**Run 1: routed metal, one colour a layer**

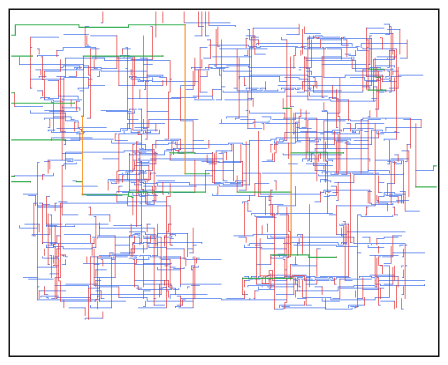
**Run 1: placement view**

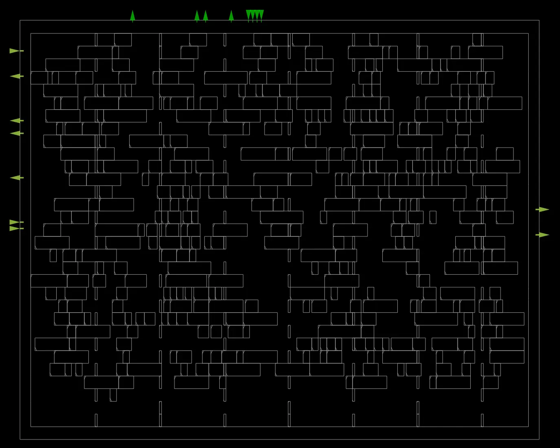
**Run 1: close-up of the layout**

Window x 36 to 76, y 7 to 47 microns. Cells in grey, sequential cells in the stronger grey; small squares are vias.
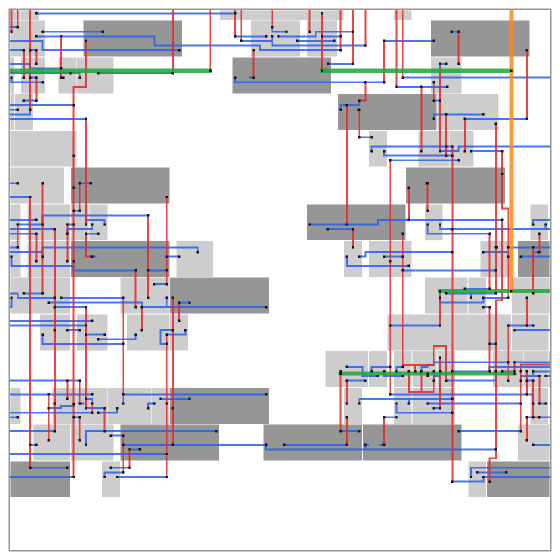
--- config.mk ---
export PLATFORM = sky130hd
export DESIGN_NAME = car_link_responder
export DESIGN_NICKNAME = d
export VERILOG_FILES = /design/src/rtl/car_link_responder.sv
export SDC_FILE = /design/constraint.sdc
export NUM_CORES = 1
export LEC_CHECK = 0
export CORE_ASPECT_RATIO = 0.8
export CORE_MARGIN = 2
export CORE_UTILIZATION = 35
export CTS_CLUSTER_DIAMETER = 200
export DETAILED_ROUTE_END_ITERATION = 16
export PLACE_DENSITY_LB_ADDON = 0.05
export SLEW_MARGIN = 5
export SYNTH_ARGS = -nofsm -noshare
export SYNTH_HDL_FRONTEND = slang
export SYNTH_SLANG_ARGS = --single-unit
--- constraint.sdc ---
create_clock -name clk -period 2 [get_ports clk]
set_input_delay 0.2 -clock clk [delete_from_list [all_inputs] [get_ports clk]]
set_output_delay 0.2 -clock clk [all_outputs]
set_load 0.03 [all_outputs]
--- src/rtl/car_link_responder.sv ---
// UART command responder for the car link: decodes 8N1 command bytes from rx
// and answers each accepted command with a {4'b1010, detector_in} status byte on tx.
module car_link_responder #(
  parameter int CLKS_PER_BIT = 10416
) (
  input  logic       clk,
  input  logic       reset,
  input  logic       rx,
  input  logic [3:0] detector_in,
  output logic       tx,
  output logic       cmd_valid,
  output logic [5:0] move_cmd,
  output logic       frame_error,
  output logic       tx_busy
);

  localparam int CW = ($clog2(CLKS_PER_BIT) < 1) ? 1 : $clog2(CLKS_PER_BIT);
  localparam logic [CW-1:0] LAST = CW'(CLKS_PER_BIT - 1);
  localparam logic [CW-1:0] MID  = CW'((CLKS_PER_BIT - 1) / 2);

  localparam logic [1:0] S_IDLE  = 2'd0;
  localparam logic [1:0] S_START = 2'd1;
  localparam logic [1:0] S_DATA  = 2'd2;
  localparam logic [1:0] S_STOP  = 2'd3;

  logic          rx_meta, rx_sync;
  logic [1:0]    rx_state;
  logic [CW-1:0] rx_cnt;
  logic [2:0]    rx_bit;
  logic [7:0]    rx_byte;

  logic [1:0]    tx_state;
  logic [CW-1:0] tx_cnt;
  logic [2:0]    tx_bit;
  logic [7:0]    tx_shift;
  logic          pending;
  logic [7:0]    pend_byte;
  logic [7:0]    reply_byte;

  assign reply_byte = {4'b1010, detector_in};

  // NOTE: sequential state uses non-blocking assignments so every flop samples
  // the pre-edge value of its neighbours; blocking here would collapse the
  // two-stage synchronizer into one stage.
  always_ff @(posedge clk) begin
    if (reset) begin
      rx_meta <= 1'b1;
      rx_sync <= 1'b1;
    end else begin
      rx_meta <= rx;
      rx_sync <= rx_meta;
    end
  end

  always_ff @(posedge clk) begin
    if (reset) begin
      rx_state    <= S_IDLE;
      rx_cnt      <= '0;
      rx_bit      <= '0;
      rx_byte     <= '0;
      cmd_valid   <= 1'b0;
      frame_error <= 1'b0;
      move_cmd    <= '0;
    end else begin
      cmd_valid   <= 1'b0;
      frame_error <= 1'b0;
      case (rx_state)
        S_IDLE: begin
          rx_cnt <= '0;
          rx_bit <= '0;
          if (!rx_sync) rx_state <= S_START;
        end
        S_START: begin
          // A start bit that is no longer low at its midpoint was a glitch.
          if (rx_cnt == MID) begin
            rx_cnt   <= '0;
            rx_state <= rx_sync ? S_IDLE : S_DATA;
          end else begin
            rx_cnt <= rx_cnt + 1'b1;
          end
        end
        S_DATA: begin
          if (rx_cnt == LAST) begin
            rx_cnt  <= '0;
            rx_byte <= {rx_sync, rx_byte[7:1]};
            if (rx_bit == 3'd7) rx_state <= S_STOP;
            else                rx_bit   <= rx_bit + 1'b1;
          end else begin
            rx_cnt <= rx_cnt + 1'b1;
          end
        end
        S_STOP: begin
          if (rx_cnt == LAST) begin
            rx_cnt   <= '0;
            rx_state <= S_IDLE;
            if (rx_sync && rx_byte[7:6] == 2'b00) begin
              cmd_valid <= 1'b1;
              move_cmd  <= rx_byte[5:0];
            end else begin
              frame_error <= 1'b1;
            end
          end else begin
            rx_cnt <= rx_cnt + 1'b1;
          end
        end
        default: rx_state <= S_IDLE;
      endcase
    end
  end

  always_ff @(posedge clk) begin
    if (reset) begin
      tx_state  <= S_IDLE;
      tx_cnt    <= '0;
      tx_bit    <= '0;
      tx_shift  <= '0;
      tx        <= 1'b1;
      tx_busy   <= 1'b0;
      pending   <= 1'b0;
      pend_byte <= '0;
    end else begin
      case (tx_state)
        S_IDLE: begin
          tx_cnt <= '0;
          tx_bit <= '0;
          // A fresh command carries the newest detector sample, so it wins over a pending one.
          if (cmd_valid || pending) begin
            tx_shift <= cmd_valid ? reply_byte : pend_byte;
            pending  <= 1'b0;
            tx       <= 1'b0;
            tx_busy  <= 1'b1;
            tx_state <= S_START;
          end
        end
        S_START: begin
          if (tx_cnt == LAST) begin
            tx_cnt   <= '0;
            tx       <= tx_shift[0];
            tx_shift <= tx_shift >> 1;
            tx_state <= S_DATA;
          end else begin
            tx_cnt <= tx_cnt + 1'b1;
          end
        end
        S_DATA: begin
          if (tx_cnt == LAST) begin
            tx_cnt <= '0;
            if (tx_bit == 3'd7) begin
              tx       <= 1'b1;
              tx_state <= S_STOP;
            end else begin
              tx_bit   <= tx_bit + 1'b1;
              tx       <= tx_shift[0];
              tx_shift <= tx_shift >> 1;
            end
          end else begin
            tx_cnt <= tx_cnt + 1'b1;
          end
        end
        S_STOP: begin
          if (tx_cnt == LAST) begin
            tx_cnt   <= '0;
            tx_busy  <= 1'b0;
            tx_state <= S_IDLE;
          end else begin
            tx_cnt <= tx_cnt + 1'b1;
          end
        end
        default: tx_state <= S_IDLE;
      endcase
      // Requests arriving mid-reply coalesce into one pending reply.
      if (cmd_valid && tx_state != S_IDLE) begin
        pending   <= 1'b1;
        pend_byte <= reply_byte;
      end
    end
  end

endmodule

==> out/results.ini, run 1 <==
[floorplan]
die_w_microns=111
die_area_sq_um=10000
top_level_pins=17
fp.coreArea_sq_um=9000
chipHeight_microns=89.9

[timing]
finalMaxSlewViolations=0
clock_skew_ns=0.00680
unrepaired_setup_endpoints_after_global_routing=false
final.hold.worst_slack_ns=0.412
finalSetupViolCount=0
tightestPinTransition_ns=0.489
maxSlewHeadroom_pct=67.1
totalNegativeSetupSlack_ns=0
setup_ws_ns=0.139
min_period_over_period_pct=93.1

[layout]
flop_area_sq_um=1440
comb.multi_input.count=263
layout.filler_cells=913
mi_logic_area_sq_um=1710
inv_count=7
ff_count=72
finish.instance_area_sq_um=3940
final_nets=414
seq_total_area_pct=36.6
buffers_excl_clock=42
comb_share_pct=43.3
clock_buffers=13
clock_tree_area_fraction_pct=6.76
area_growth_syn_to_layout_pct=22.1
num_antenna_cells=0

[route]
postRouteAntennaNets=0
route.layer.met1.wl_microns=3500
vias=2478
met3_wire_len_microns=236
detailedRoute.firstPassIterationCount=4
dr_wl_cell_microns=12.4
met2_length_microns=2560
detail_route.wirelength_microns=6390
viasPerCell=4.82

[clock_network]
clock_latency_ns=0.33
tritoncts_num_sinks=72
cts_tree=yes
ctsHoldBuffers=0
clk_transition_reported_paths_ns=0.06
cts.repair.resized=0

[pwr]
power-per-cell-area_nw_per_um2=766
max-vdd-ir-drop_v=0.000517
power_leakage_nw=1.44
share_clk_of_total_power_pct=48.0
clock_net_power_mw=1.45
pwr.group.sequential_mw=1.47
switch_share_pct=21.9
p_int_mw=2.36
finalPower_mw=3.02
power_dissipated_in_combinational_cells_uw=103

[global_routing]
global_route.usage.met2_pct=18.0
grt_pass1_vias=2294
globalRoute.busiestLayer=met1
grt_use_met3_pct=4.92
pin_count_of_the_biggest_net_entering_global_routing=30
met1_usage_pct=19.8
global_route_wire_length_before_repair_microns=11000

[synth]
flip_flops_with_a_built_in_enable=0
yosys.area.top_type=sky130_fd_sc_hd__dfxtp_1
netlist.top_cell.by_instances=sky130_fd_sc_hd__dfxtp_1
synth_warnings=0
ys_top_cells_by_count=sky130_fd_sc_hd__dfxtp_1, sky130_fd_sc_hd__nor2_1, sky130_fd_sc_hd__nand2_1
synthDominantCellAreaShare_pct=44.7
ys_types=48
post_synth.cell_area_avg_sq_um=9.09
postSynthSeqShare_pct=44.7
post_synthesis_net_count=374

[placement]
hpwl_microns=4420
dpl.cell_count=497
numPortBuffers=16
placement.setup.worst_slack_ns=0.0988

[run_status]
status=finished, final reports clean

[worst_setup_path]
timing.critical_path.slowest_stage_cell=sky130_fd_sc_hd__a211oi_1
critical_path.startpoint_type=flop
timing.critical_path.max_delay_family=AND-OR/OR-AND gates
timing.critical_path.arrival_ns=2.14
critPathRequiredTime_ns=2.28
timing.critical_path.buf_inv=0
delay_of_the_slowest_cell_on_the_worst_path_ns=0.39
timing_worst_setup_path_type=flop to flop
largest_fanout_of_any_net_on_the_critical_path=4

[flow_run]
cap_violations=0
log.warning_count=31

About 'routed metal, one colour a layer':
Blue is M1, wire length 3500 microns. Red is M2, wire length 2560 microns. Orange is M4, wire length 97.2 microns. Green is M3, wire length 237 microns.

About 'placement view':
Layout Utilization: 43.8%
final cell count without fillers: 514

About 'close-up of the layout':
Orange is M4. Blue is M1. Red is M2. Green is M3.
Most frequent: nor2_1 (17), dfxtp_1 (15), xnor2_1 (6). 70 logic cells have their middle in the window. Sequential cells in the window: 15. Netlist names of flops here include `tx_cnt` (7), `rx_cnt` (6).

==> run 1: path summary, 6_finish.rpt <==
kind         startpoint           to  slack [ns]  depth (start not counted)
max           tx_cnt[0]  tx_state[0]        0.14                          6
min             rx_meta      rx_sync        0.41                          1
max reg2reg   tx_cnt[0]  tx_state[0]        0.14                          6
min reg2reg     rx_meta      rx_sync        0.41                          1
==> run 1: kinds of logic (layout without fill, tap and decap cells) <==
family                   after synthesis  in the layout  share of synthesized area (%)
AND/OR/NAND/NOR                      158            158                           25.4
buffers and inverters                 20             64                           2.79
adder cells (fa/ha/maj)               12             12                           4.65
AND-OR/OR-AND                         45             45                           8.42
XOR/XNOR                              24             24                           6.52
multiplexers                          24             24                           7.49
flip-flops                            72             72                           44.7
--- run 2 (diff from run 1) ---
--- a/config.mk
+++ b/config.mk
@@ -8,7 +8,7 @@
 export CORE_ASPECT_RATIO = 0.8
 export CORE_MARGIN = 2
 export CORE_UTILIZATION = 35
-export CTS_CLUSTER_DIAMETER = 200
+export CTS_CLUSTER_DIAMETER = 30
 export DETAILED_ROUTE_END_ITERATION = 16
 export PLACE_DENSITY_LB_ADDON = 0.05
 export SLEW_MARGIN = 5
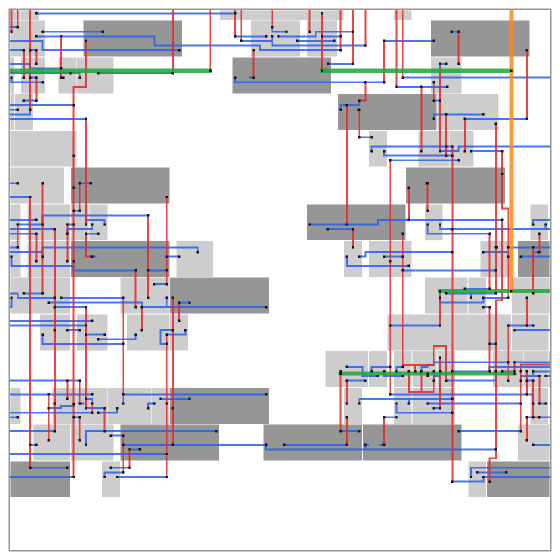
**Above:** run 2 (close-up of the layout).
Window x 36 to 76, y 7 to 47 microns. Cells in grey, sequential cells in the stronger grey; small squares are vias.
Orange is M4. Green is M3. Blue is M1. Red is M2.
Netlist names of flops here include `tx_cnt` (7), `rx_cnt` (6). 70 logic cells have their middle in the window. Most frequent: nor2_1 (17), dfxtp_1 (15), xnor2_1 (6). Sequential cells in the window: 15.

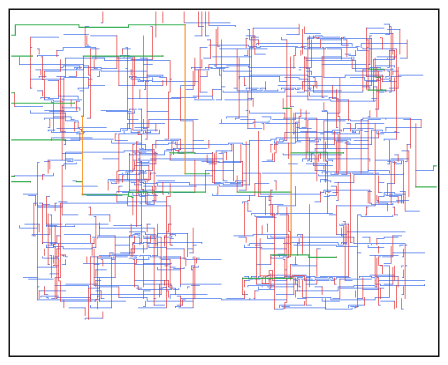
**Above:** run 2 (routed metal, one colour a layer).
count of vias placed by the detailed router: 2478
DR WL/cell: 12.4 microns
detailed-route wire length: 6390 microns
GR Util All Layers: 13.6%

==> run 2 against run 1 <==
  * Global-route usage unchanged
  * Worst setup slack unchanged
  * Die size unchanged
  * Count of clock-buffer cells in the layout unchanged
  * Critical path depth unchanged
  * Combinational power about the same
  * Hold slack unchanged
  * Via count unchanged
  * Sequential power about the same
  * Area after synthesis unchanged
  * Largest power group unchanged
==> out/results.ini, run 2 <==
[route]
viasPerCell=4.82
met3_wire_len_microns=236
detailedRoute.firstPassIterationCount=4
postRouteAntennaNets=0
met2_length_microns=2560
route.layer.met1.wl_microns=3500

[worst_setup_path]
timing.critical_path.buf_inv=0
reg2reg_to=tx_state[0]
critical_path_depth=6
reg2regPathDepth=6
timing.critical_path.arrival_ns=2.14
timing_worst_setup_path_type=flop to flop
critical_path.startpoint_type=flop
timing.critical_path.slowest_stage_cell=sky130_fd_sc_hd__a211oi_1
timing.critical_path.max_delay_family=AND-OR/OR-AND gates
delay_of_the_slowest_cell_on_the_worst_path_ns=0.39
largest_fanout_of_any_net_on_the_critical_path=4
crit_path_start=tx_cnt[0]

[floorplan]
chipHeight_microns=89.9
fp.coreArea_sq_um=9000
die_w_microns=111
top_level_pins=17
die_area_sq_um=10000

[synth]
ys_types=48
synthDominantCellAreaShare_pct=44.7
netlist.top_cell.by_instances=sky130_fd_sc_hd__dfxtp_1
synthXorXnorAreaFrac_pct=6.52
yosys.area.top_type=sky130_fd_sc_hd__dfxtp_1
synth.cellmix.compoundShare_pct=8.42
ys_sh_adder_pct=4.65
postSynthSeqShare_pct=44.7
flip_flops_with_a_built_in_enable=0
post_synth.cell_area_avg_sq_um=9.09
synth_warnings=0
post_synth_and_or_nand_nor_area_fraction_pct=25.4
mux_share_pct=7.49
post_synthesis_net_count=374

[timing]
maxSlewHeadroom_pct=67.1
totalNegativeSetupSlack_ns=0
min_period_over_period_pct=93.1
clock_skew_ns=0.00680
unrepaired_setup_endpoints_after_global_routing=false
finalSetupViolCount=0

[clock_network]
cts.repair.resized=0
tritoncts_num_sinks=72
clk_transition_reported_paths_ns=0.06
clock_latency_ns=0.33

[pwr]
switch_share_pct=21.9
p_int_mw=2.36
power_dissipated_in_combinational_cells_uw=103
power-per-cell-area_nw_per_um2=766
power_leakage_nw=1.44
pwr.group.sequential_mw=1.47
share_clk_of_total_power_pct=48.0

[placement]
numPortBuffers=16
hpwl_microns=4420

[hold_path]
hold-path-endpoint=rx_sync

[global_routing]
globalRoute.busiestLayer=met1
global_route_wire_length_before_repair_microns=11000
met1_usage_pct=19.8
pin_count_of_the_biggest_net_entering_global_routing=30
global_route.usage.met2_pct=18.0
grt_pass1_vias=2294

[layout]
area_growth_syn_to_layout_pct=22.1
num_antenna_cells=0
finish.cell_count_without_fillers=514
flop_area_sq_um=1440

[flow_run]
cap_violations=0

[run_status]
status=finished, final reports clean

## run 2: area by class of cell
class | count | area share, %
Multi-Input combinational cell | 263 | 43.3
Sequential cell | 72 | 36.6
Timing Repair Buffer | 42 | 9.02
Clock buffer | 13 | 6.35
Tap cell | 115 | 3.65
Inverter | 7 | 0.667
Clock inverter | 2 | 0.413
## run 2: through the flow
stage	worst slack [ns]	power [mW]	utilization (%)	hold WS, ns	area (sq um)
2_1_floorplan	0.106	1.56	-	0.304	3230
3_3_place_gp	0.115	1.60	40.5	0.395	3650
3_5_place_dp	0.0988	1.60	40.5	0.392	3650
4_1_cts	0.0849	3.08	43.5	0.406	3910
5_1_grt	0.00266	3.15	43.8	0.423	3940
6_report	0.139	3.02	43.8	0.412	3940
**Run 2: clock network drawn from the DEF**

The bar under the picture is 20 microns long.
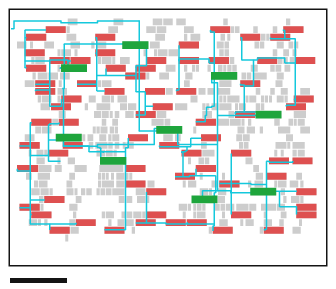

--- run 3 (diff from run 2) ---
--- a/config.mk
+++ b/config.mk
@@ -5,6 +5,9 @@
 export SDC_FILE = /design/constraint.sdc
 export NUM_CORES = 1
 export LEC_CHECK = 0
+export CAP_MARGIN = 30
+export CELL_PAD_IN_SITES_DETAIL_PLACEMENT = 0
+export CELL_PAD_IN_SITES_GLOBAL_PLACEMENT = 1
 export CORE_ASPECT_RATIO = 0.8
 export CORE_MARGIN = 2
 export CORE_UTILIZATION = 35
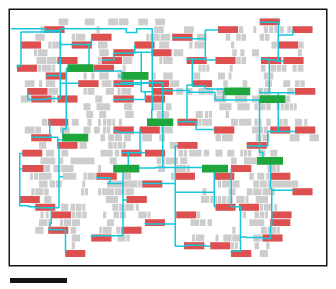
**Above:** run 3 (clock network drawn from the DEF).
The bar under the picture is 20 microns long.
Red is flip-flops, count 72. Green is clock-net drivers, count 9. Cyan is clock wires, length 1030 microns.
Position of the flops: widely spread.

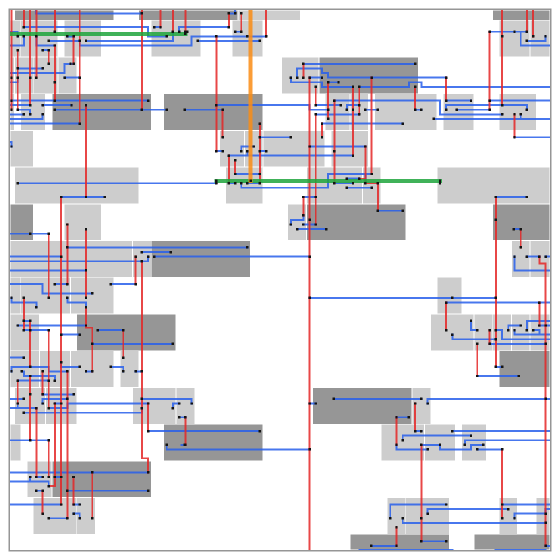
**Above:** run 3 (close-up of the layout).
Window x 36 to 76, y 7 to 47 microns. Cells in grey, sequential cells in the stronger grey; small squares are vias.
Blue is M1. Red is M2. Green is M3. Orange is M4.
Netlist names of flops here include `rx_cnt` (4), `tx_bit` (3), `tx_cnt` (3). 67 logic cells have their middle in the window. Sequential cells in the window: 11. Most frequent: nor2_1 (11), dfxtp_1 (11), xor2_1 (6).

==> run 3 against run 2 <==
  * Hold slack improved by 0.013 ns
  * Non-clock buffer count increased by 7
  * Clock power up 19%
  * Register-to-register slack is essentially flat
  * Critical path depth unchanged
  * Design area is 2.5% higher
  * Global-route usage rose by 0.49 points
==> out/results.ini, run 3 <==
[run_status]
status=finished, final reports clean

[timing]
finalMaxSlewViolations=0
maxSlewHeadroom_pct=67.1
min_period_over_period_pct=92.3
clock_skew_ns=0.00481
tightestPinTransition_ns=0.490
setup_ws_ns=0.153
totalNegativeSetupSlack_ns=0

[layout]
area_growth_syn_to_layout_pct=25.2
ff_count=72
final_nets=421
area_dominant_class=combinational gates
clock_buffers=10
comb.multi_input.count=263
buffers_excl_clock=49
finish.instance_area_sq_um=4040
finalCoreUtilization_pct=44.9
comb_share_pct=42.0
flop_area_sq_um=1440
finish.cell_count_without_fillers=522
clock_tree_area_fraction_pct=7.96

[pwr]
max-vdd-ir-drop_v=0.000535
switch_share_pct=20.7
finalPower_mw=3.29
power-per-cell-area_nw_per_um2=815
clock_net_power_mw=1.72
p_int_mw=2.61
share_clk_of_total_power_pct=52.4

[synth]
synthDominantCellAreaShare_pct=44.7
ys_types=48
flip_flops_with_a_built_in_enable=0
postSynthSeqShare_pct=44.7
yosys.area.top_type=sky130_fd_sc_hd__dfxtp_1
netlist.top_cell.by_instances=sky130_fd_sc_hd__dfxtp_1
post_synthesis_net_count=374

[worst_setup_path]
crit_path_start=rx_cnt[1]
timing.critical_path.max_delay_family=simple AND/OR/NAND/NOR gates
timing.critical_path.buf_inv=0
timing.critical_path.slowest_stage_cell=sky130_fd_sc_hd__or4b_4
critPathRequiredTime_ns=2.21
delay_of_the_slowest_cell_on_the_worst_path_ns=0.61
worst_r2r_startpoint=rx_cnt[1]
reg2reg_to=move_cmd[5]
r2r_slack_ns=0.15
setup.worst_path.end=move_cmd[5]

[placement]
dpl.cell_count=504
placed_cell_area_sq_um=3700

[route]
postRouteAntennaNets=0
vias=2488
detail_route.wirelength_microns=6570
viasPerCell=4.77
dr_wl_cell_microns=12.6
met2_length_microns=2620
met3_wire_len_microns=205
detailedRoute.firstPassIterationCount=4

[clock_network]
clk_transition_reported_paths_ns=0.06
ctsHoldBuffers=0
tritoncts_num_sinks=72
clock_latency_ns=0.33

[global_routing]
grt_pass1_vias=2435
grt_usage_pct=14.1
global_route.usage.met2_pct=20.6
met1_usage_pct=19.7
globalRoute.busiestLayer=met2

[flow_run]
cap_violations=0

[hold_path]
hold-path-endpoint=rx_meta
worstHoldStart=rx

[floorplan]
fp.coreArea_sq_um=9000
floorplan.tapcells=115
die_area_sq_um=10000
die_w_microns=111

[run 3: cell count changes in the layout (fill, tap and decap cells not counted), moves of 2 or more]
cell,delta
sky130_fd_sc_hd__clkinv_2,+3
sky130_fd_sc_hd__bufinv_16,+2
sky130_fd_sc_hd__clkbuf_1,-3
sky130_fd_sc_hd__buf_4,+7
[run 3: kinds of logic (layout without fill, tap and decap cells)]
logic type,count (synthesis),count (layout),synth area share [%]
buffers and inverters,20,72,2.79
DFF,72,72,44.7
adders and majority gates,12,12,4.65
and+or+nand+nor,158,158,25.4
xor gates and xnor gates,24,24,6.52
AOI/OAI and AO/OA,45,45,8.42
muxes,24,24,7.49
[run 3: what timing repair did]
| item | 4_1_cts | 5_1_grt |
|---|---|---|
| buffers inserted | 0 | 2 |
| resized | 0 | 2 |
| endpoints found under the setup margin | 0 | 8 |
Power and IR drop assume default switching activity.
